<file path="src/rtl/draw_layer_arbiter.sv">
// Per-pixel layer priority mux with registered output and border-flash sequencer.
// Define BORDER_FLASH_EN to build the flash FSM; otherwise it is a plain priority mux.
module draw_layer_arbiter #(
  parameter int         FLASH_FRAMES  = 8,
  parameter int         FLASH_TOGGLES = 6,
  parameter logic [7:0] ALERT_COLOR   = 8'hE0
) (
  input  logic       clk,
  input  logic       resetN,
  input  logic       startOfFrame,
  input  logic       foulPulse,
  input  logic       drawingRequestCue,
  input  logic [7:0] RGBCue,
  input  logic       drawingRequestBalls,
  input  logic [7:0] RGBBalls,
  input  logic       drawingRequestBorders,
  input  logic [7:0] RGBBorders,
  input  logic [7:0] RGBBackground,
  output logic [7:0] RGBOut,
  output logic       flashBusy
);

  logic       flash_on;
  logic [7:0] rgb_nxt;

`ifdef BORDER_FLASH_EN
  localparam logic [1:0] IDLE = 2'd0;
  localparam logic [1:0] ON   = 2'd1;
  localparam logic [1:0] OFF  = 2'd2;

  localparam logic [7:0] F_LAST = 8'(FLASH_FRAMES - 1);
  localparam logic [3:0] T_LAST = 4'(FLASH_TOGGLES - 1);

  logic [1:0] state, state_nxt;
  logic [7:0] frameCnt, frame_nxt;
  logic [3:0] toggleCnt, tog_nxt;

  // A foul always wins over a coincident frame pulse.
  always_comb begin
    state_nxt = state;
    frame_nxt = frameCnt;
    tog_nxt   = toggleCnt;
    if (foulPulse) begin
      state_nxt = ON;
      frame_nxt = '0;
      tog_nxt   = '0;
    end else if (state != IDLE && startOfFrame) begin
      if (frameCnt == F_LAST) begin
        frame_nxt = '0;
        if (toggleCnt == T_LAST) begin
          state_nxt = IDLE;
        end else begin
          tog_nxt   = toggleCnt + 4'd1;
          state_nxt = (state == ON) ? OFF : ON;
        end
      end else begin
        frame_nxt = frameCnt + 8'd1;
      end
    end
  end

  always_ff @(posedge clk or negedge resetN) begin
    if (!resetN) begin
      state     <= IDLE;
      frameCnt  <= '0;
      toggleCnt <= '0;
      flashBusy <= 1'b0;
    end else begin
      state     <= state_nxt;
      frameCnt  <= frame_nxt;
      toggleCnt <= tog_nxt;
      flashBusy <= (state_nxt != IDLE);
    end
  end

  assign flash_on = (state == ON);
`else
  logic unused_flash;
  assign unused_flash = ^{startOfFrame, foulPulse};
  assign flash_on     = 1'b0;
  assign flashBusy    = 1'b0;
`endif

  always_comb begin
    rgb_nxt = RGBBackground;
    if (drawingRequestCue) begin
      rgb_nxt = RGBCue;
    end else if (drawingRequestBalls) begin
      rgb_nxt = RGBBalls;
    end else if (drawingRequestBorders) begin
      rgb_nxt = flash_on ? ALERT_COLOR : RGBBorders;
    end
  end

  always_ff @(posedge clk or negedge resetN) begin
    if (!resetN) begin
      RGBOut <= 8'h00;
    end else begin
      RGBOut <= rgb_nxt;
    end
  end

endmodule
</file>
<file path="config.mk">
export PLATFORM = sky130hd
export DESIGN_NAME = draw_layer_arbiter
export DESIGN_NICKNAME = d
export VERILOG_FILES = /design/src/rtl/draw_layer_arbiter.sv
export SDC_FILE = /design/constraint.sdc
export NUM_CORES = 1
export LEC_CHECK = 0
export ABC_AREA = 1
export CORE_UTILIZATION = 30
export CTS_CLUSTER_SIZE = 8
export DETAILED_ROUTE_END_ITERATION = 7
export PLACE_DENSITY = 0.78
export REMOVE_ABC_BUFFERS = 1
export SLEW_MARGIN = 0
export SYNTH_ARGS = -nofsm -noshare
export SYNTH_HDL_FRONTEND = slang
export SYNTH_SLANG_ARGS = --single-unit
</file>
<file path="constraint.sdc">
create_clock -name clk -period 0.8 [get_ports clk]
set_input_delay 0.2 -clock clk [delete_from_list [all_inputs] [get_ports clk]]
set_output_delay 0.2 -clock clk [all_outputs]
set_load 0.01 [all_outputs]
</file>
**Nets reached from selected ports**

Drawn at 8 px/um.
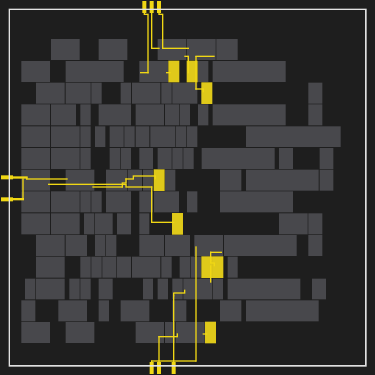
legend:
  RGBCue:
    colour: yellow
    bits: 8
    direction: input
    end_cells: 8
    buffers: 8
    wire: 116 um

**Routing congestion**

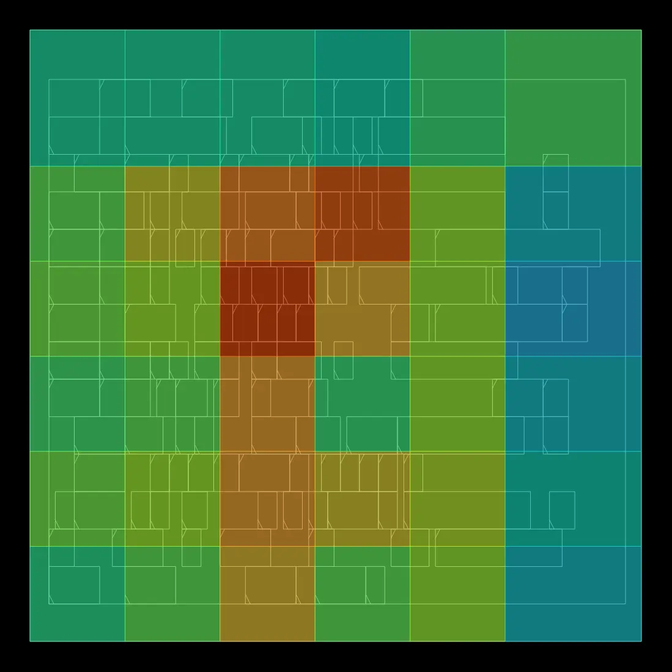
DR WL/cell: 8.98 um
global-route track usage on met1: 0.204
met3 global-route usage: 0.00408

==> Changelog: implementation <==
## Implementation

- Failing checks: negative setup slack
- Gr usage total: 0.153
- Core Region: 1590 um2
- # port buffers: 44
- Tool warnings: 29
- First-pass GRT wire length: 2190 um
- CP required: 600 ps
- Total Power: 1.16 mW
- Share of layout cells above drive strength 1: 0.195
- Final setup margin: -132 ps
- Most instantiated logic cell after routing: nand2_1
- Most frequent cells in the layout: nand2_1 (40), clkdlybuf4s50_1 (33), buf_2 (9)
- Status: finished with violations
- Largest net degree at the start of global routing: 9
- Logic share of the area: 0.246
- Clk power: 290 uW
- Post-synthesis mux area share: 0
- Worst setup endpoint: RGBOut[6]
- AO/OA Area Share: 0.0882
- Worst Setup SP: RGBOut[6]
- Met2 usage: 0.232
- Cells after DPL: 147
- Internal power: 873 uW
- Most used DFF post-synth: dfrtp_1
- Cell Chain, Critical Path: buf_2
- Sequential Power: 448 uW
- Comb pwr: 427 uW
- Leading area contributor after synthesis: dfrtp_1
- Metal2 WL: 645 um
- Root Buffer: clkbuf_4
- Chip area: 1970 um2
- HP Class: input port to asynchronous set/reset pin
- Plain + repair buffers: 50
- Vias per cell: 4.19
- Largest register FFs: 8
- Net switching power: 292 uW
- Site Rows: 14
- Global routing's busiest layer: met2
- Post-Syn Instances: 80
- Final setup viols: 8
**Metal 2**

Drawn at 6 px/um.
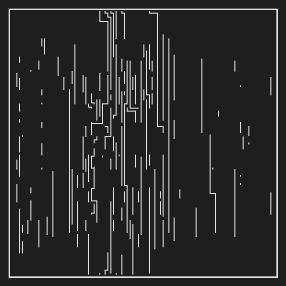
share of all routed wire: 47%
main direction: vertical
wire length on this layer: 646 um

Power is estimated from default activity; no workload was simulated.
